==> images/closeup.png <==
Window x 22 to 52, y 22 to 52 µm. Cells in grey, sequential cells in the stronger grey; small squares are vias.
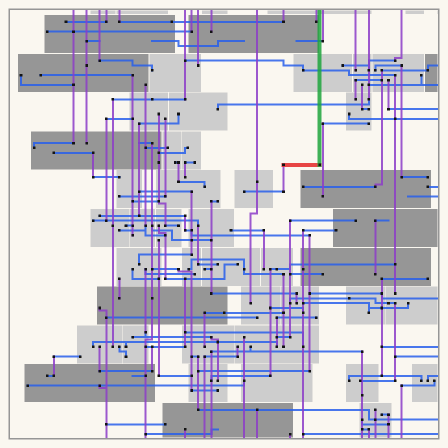
==> images/route_heat.png <==
Scale: 4 px per µm. 15 x 15 tiles, from dark purple (low) to yellow (high), scaled to the fullest tile. Values are wire area over tile area, all layers added.
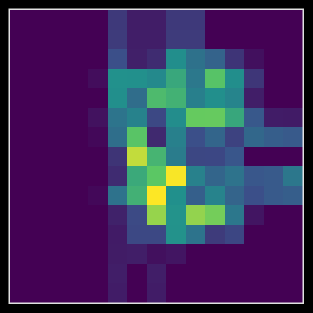
==> images/gates.png <==
Scale: 4 px per µm.
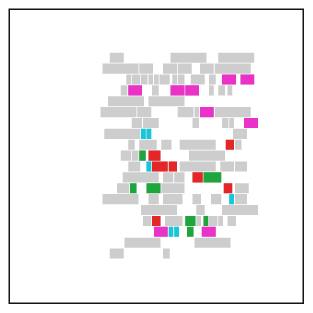
==> src/rtl/seq_tx_pkg.sv <==
// rtl/seq_tx_pkg.sv - shared types and sizing helpers for the serial transmitter
// Optional parity frame bit: SEQ_TX_PARITY_EN
package seq_tx_pkg;

  typedef enum logic [1:0] {
    IDLE  = 2'd0,
    SHIFT = 2'd1,
    GAP   = 2'd2
  } state_t;

  localparam int GAP_W = 4;

  function automatic int cnt_width(input int width);
    return $clog2(width + 1);
  endfunction

  // Bits on the line per frame, including the trailing parity bit when enabled
  function automatic int frame_width(input int width);
`ifdef SEQ_TX_PARITY_EN
    return width + 1;
`else
    return width;
`endif
  endfunction

endpackage

==> src/rtl/seq_tx_shifter.sv <==
// rtl/seq_tx_shifter.sv - load/shift register presenting the frame MSB-first
// Appends the even-parity bit below the data LSB when SEQ_TX_PARITY_EN is defined.
module seq_tx_shifter
  import seq_tx_pkg::*;
#(
  parameter int WIDTH = 8
) (
  input  logic             clock,
  input  logic             reset,
  input  logic [WIDTH-1:0] word_in,
  input  logic             load,
  input  logic             shift_en,
  output logic             msb
);

  localparam int FRAME_W = frame_width(WIDTH);

  logic [FRAME_W-1:0] sreg;
  logic [FRAME_W-1:0] load_val;

`ifdef SEQ_TX_PARITY_EN
  assign load_val = {word_in, ^word_in};
`else
  assign load_val = word_in;
`endif

  always_ff @(posedge clock or negedge reset) begin
    if (!reset) begin
      sreg <= '0;
    end else if (load) begin
      sreg <= load_val;
    end else if (shift_en) begin
      sreg <= {sreg[FRAME_W-2:0], 1'b0};
    end
  end

  assign msb = sreg[FRAME_W-1];

endmodule

==> src/rtl/seq_tx_serializer.sv <==
// rtl/seq_tx_serializer.sv - parallel-in, MSB-first serial transmitter with inter-frame gap
// Optional parity frame bit: SEQ_TX_PARITY_EN
module seq_tx_serializer
  import seq_tx_pkg::*;
#(
  parameter int WIDTH      = 8,
  parameter int GAP_CYCLES = 1
) (
  input  logic             clock,
  input  logic             reset,
  input  logic [WIDTH-1:0] word_in,
  input  logic             word_valid,
  output logic             word_ready,
  output logic             D_out,
  output logic             D_valid,
  output logic             busy,
  output logic             frame_done
);

  localparam int                 FRAME_W  = frame_width(WIDTH);
  localparam int                 CNT_W    = cnt_width(WIDTH);
  localparam logic [CNT_W-1:0]   BIT_LOAD = CNT_W'(FRAME_W - 1);
  localparam logic [GAP_W-1:0]   GAP_LOAD = (GAP_CYCLES > 0) ? GAP_W'(GAP_CYCLES - 1) : '0;

  state_t           state, state_nxt;
  logic [CNT_W-1:0] bit_cnt, bit_cnt_nxt;
  logic [GAP_W-1:0] gap_cnt, gap_cnt_nxt;
  logic             load;
  logic             shift_en;
  logic             msb;

  seq_tx_shifter #(.WIDTH(WIDTH)) u_shifter (
    .clock    (clock),
    .reset    (reset),
    .word_in  (word_in),
    .load     (load),
    .shift_en (shift_en),
    .msb      (msb)
  );

  always_ff @(posedge clock or negedge reset) begin
    if (!reset) begin
      state   <= IDLE;
      bit_cnt <= '0;
      gap_cnt <= '0;
    end else begin
      state   <= state_nxt;
      bit_cnt <= bit_cnt_nxt;
      gap_cnt <= gap_cnt_nxt;
    end
  end

  always_comb begin
    state_nxt   = state;
    bit_cnt_nxt = bit_cnt;
    gap_cnt_nxt = gap_cnt;
    load        = 1'b0;
    shift_en    = 1'b0;
    case (state)
      IDLE: begin
        if (word_valid) begin
          load        = 1'b1;
          bit_cnt_nxt = BIT_LOAD;
          state_nxt   = SHIFT;
        end
      end
      SHIFT: begin
        shift_en = 1'b1;
        if (bit_cnt == '0) begin
          if (GAP_CYCLES == 0) begin
            state_nxt = IDLE;
          end else begin
            state_nxt   = GAP;
            gap_cnt_nxt = GAP_LOAD;
          end
        end else begin
          bit_cnt_nxt = bit_cnt - 1'b1;
        end
      end
      GAP: begin
        if (gap_cnt == '0) begin
          state_nxt = IDLE;
        end else begin
          gap_cnt_nxt = gap_cnt - 1'b1;
        end
      end
      default: state_nxt = IDLE;
    endcase
  end

  // Outputs decode registered state only, so reset clears them without waiting for a clock
  assign word_ready = (state == IDLE);
  assign D_valid    = (state == SHIFT);
  assign D_out      = D_valid & msb;
  assign busy       = (state != IDLE);
  assign frame_done = D_valid && (bit_cnt == '0);

endmodule

==> config.mk <==
export PLATFORM = sky130hd
export DESIGN_NAME = seq_tx_serializer
export DESIGN_NICKNAME = d
export VERILOG_FILES = /design/src/rtl/seq_tx_pkg.sv /design/src/rtl/seq_tx_shifter.sv /design/src/rtl/seq_tx_serializer.sv
export SDC_FILE = /design/constraint.sdc
export NUM_CORES = 1
export LEC_CHECK = 0
export CAP_MARGIN = 20
export CORE_MARGIN = 10
export CORE_UTILIZATION = 32
export DETAILED_ROUTE_END_ITERATION = 7
export GPL_TIMING_DRIVEN = 0
export SLEW_MARGIN = 20
export SYNTH_ARGS = -nofsm -noshare
export SYNTH_HDL_FRONTEND = slang
export SYNTH_HIERARCHICAL = 1
export SYNTH_SLANG_ARGS = --single-unit
==> constraint.sdc <==
create_clock -name clock -period 2.7 [get_ports clock]
set_clock_uncertainty 0.05 [all_clocks]
set_input_delay 0.81 -clock clock [delete_from_list [all_inputs] [get_ports clock]]
set_output_delay 0.81 -clock clock [all_outputs]
set_load 0.05 [all_outputs]
==> flow_summary.json <==
{
  "status": "completed",
  "grt_setup_unrepaired": "no",
  "fp.coreArea_mm2": 0.00273,
  "switching_share_pct": 41.5,
  "clkSlewWorstSetupHoldPaths_ps": 110,
  "fin_tns_setup_ps": 0,
  "cts_root_buf": "clkbuf_4",
  "yosys_warnings": 6,
  "synth_cell_types": 26,
  "cts_buffers": 3,
  "drc": 0,
  "seq_power_share_pct": 38.2,
  "slew_headroom_pct": 45.3,
  "crit-reg2reg-launch": "state[1]",
  "log.warning_count": 26,
  "maxCapViolCount": 0,
  "final-setup-viol-count": 0,
  "synth_flop_count": 18,
  "holdCritPathClass": "reg2reg",
  "timing.rr.end": "bit_cnt[3]",
  "portBuffers": 15,
  "logic_area_um2": 413,
  "syn-num-nets": 98,
  "top_area_cell": "dfrtp_1",
  "yosys-stat-cells": 85,
  "ioPinCount": 16,
  "overflow": 0,
  "ys_seq_share_pct": 49.9,
  "numClockSinks": 18,
  "fin_nets": 118,
  "drive_gt1_share_pct": 13.5,
  "grt_pass1_wl_um": 3020,
  "finalWeightedCongestion": 0.727,
  "first_iter_violations": 31,
  "area_growth_pct": 24.1,
  "die_y_um": 73.1,
  "clkPwrFrac_pct": 14.8,
  "path_max_fanout": 6,
  "drt-total-wl_um": 1800,
  "cts_tree": "built",
  "post_cts_buffers": 0,
  "grt_pass1_vias": 679,
  "n_antenna_cell": 0
}
## Picture notes: closeup.png
- M4: green
- M2: purple
- M3: red
- M1: blue
- sequential cells in the window: 10
- cells with their middle in the window: 43
- most frequent: dfrtp_1 (10), inv_1 (3), a211oi_1 (3)
- netlist names of flops here include: bit_cnt (4), u_shifter/sreg (3), state (2)

## Picture notes: route_heat.png
- tiles over half the peak: 9.3%
- mean over tiles: 0.052
- nearly empty tiles: 52%
Routed wire per std cell: 13.3 µm
vias: 660

## Picture notes: gates.png
- nor cells: green (cells 7; most used nor3_1; where middle)
- mux cells: magenta (cells 9; most used mux2i_1)
- inv cells: cyan (cells 6; most used inv_1)
- and/or cells: red (cells 7; most used or2_1; where middle)
multi-input logic portion of the cell area: 36.8%
dominant logic cell type in the layout: dfrtp_1
fin cells: 135

==> cell families after synthesis <==
kind of cell	synth area share (%)
compound gates	13.9
buf+inv	4.99
fa+ha+maj	2.77
mux	9.97
flops	49.9
simple gates	18.6
==> cell usage in the layout (no fill, tap or decap), types with 2 or more instances in the layout <==
cell	count
nand2_1	10
a21oi_1	2
mux2i_1	9
dfrtp_1	18
o21ai_1	7
or2_1	2
clkbuf_4	3
a211oi_1	3
ha_1	2
nand3b_1	2
buf_6	2
inv_1	6
dlygate4sd2_1	2
clkdlybuf4s50_1	11
nand2b_1	3
nor3_1	3
o22ai_1	3
==> power groups by stage <==
stage | sequential, mW | clock, mW | combinational [mW]
after floorplan | 0.417 | 0 | 0.421
after global placement | 0.432 | 0 | 0.545
after detailed placement | 0.436 | 0 | 0.556
after CTS | 0.430 | 0.174 | 0.539
after global routing | 0.440 | 0.181 | 0.581
final | 0.430 | 0.167 | 0.530
==> synthesized netlist by cell type <==
cell,count
dfrtp_1,18
nand2_1,10
mux2i_1,9
o21ai_1,7
inv_1,6
nor3_1,4
a211oi_1,3
nand2b_1,3
o22ai_1,3
a21oi_1,2
buf_6,2
ha_1,2
nand3b_1,2
or2_1,2
a211o_1,1
a31o_1,1
and2_1,1
and2_4,1
and2b_1,1
nor2_1,1
nor3b_1,1
nor3b_2,1
o21ai_0,1
o32ai_2,1
or2_2,1
or3b_4,1
==> metrics by stage <==
stage	instances	util [%]	total power, mW	hold slack [ps]	cell area (µm²)
after detailed placement	131	40.1	0.992	451	1100
after global routing	135	41.0	1.20	482	1120
after CTS	135	41.4	1.14	468	1130
after floorplan	85	-	0.838	415	908
after global placement	131	40.1	0.977	439	1100
final	135	41.0	1.13	458	1120
==> what timing repair did <==
| action | 4_1_cts | 5_1_grt |
|---|---|---|
| endpoints found under the hold margin | 0 | 0 |
| hold buffers | 0 | 0 |
| endpoints found under the setup margin | 4 | 2 |
| gates resized | 6 | 4 |
==> layout make-up <==
cell class / count / share of cell area [%]
multi-input combinational: 59 / 36.8
timing repair buffer: 15 / 12.3
tap: 31 / 3.46
sequential: 18 / 40.2
buffer: 2 / 2.01
inverter: 6 / 2.01
clock buffer: 4 / 3.24
==> sequential cells by signal, summed over array words and instances (netlist names) <==
register	cells
u_shifter/sreg	8
bit_cnt	4
gap_cnt	4
state	2
==> worst max path at each step <==
| stage | startpoint | to | slack, ps | cells after the start |
|---|---|---|---|---|
| 2_1_floorplan | state[1] | D_out | 340 | 2 |
| 3_3_place_gp | bit_cnt[0] | frame_done | -60 | 5 |
| 3_5_place_dp | bit_cnt[0] | frame_done | -60 | 5 |
| 4_1_cts | state[1] | D_out | 40 | 3 |
| 5_1_grt | state[1] | busy | 10 | 2 |
| 6_report | state[1] | busy | 70 | 2 |
==> routing by layer <==
layer | up-vias | part of all wire, % | track usage (%)
li1 | 340 | - | -
met1 | 310 | 47 | 8.15
met2 | 8 | 49 | 11.1
met3 | 2 | 3.1 | 0.952
met4 | 0 | 1.2 | 5.06
met5 | - | 0 | 0
==> worst max-delay path, stage by stage (launching register included) <==
cell             delay [ps]
dfrtp_1                 450
or2_2                   320
clkdlybuf4s50_1         700
No activity file was given, so power comes from the tool's default toggle rates.
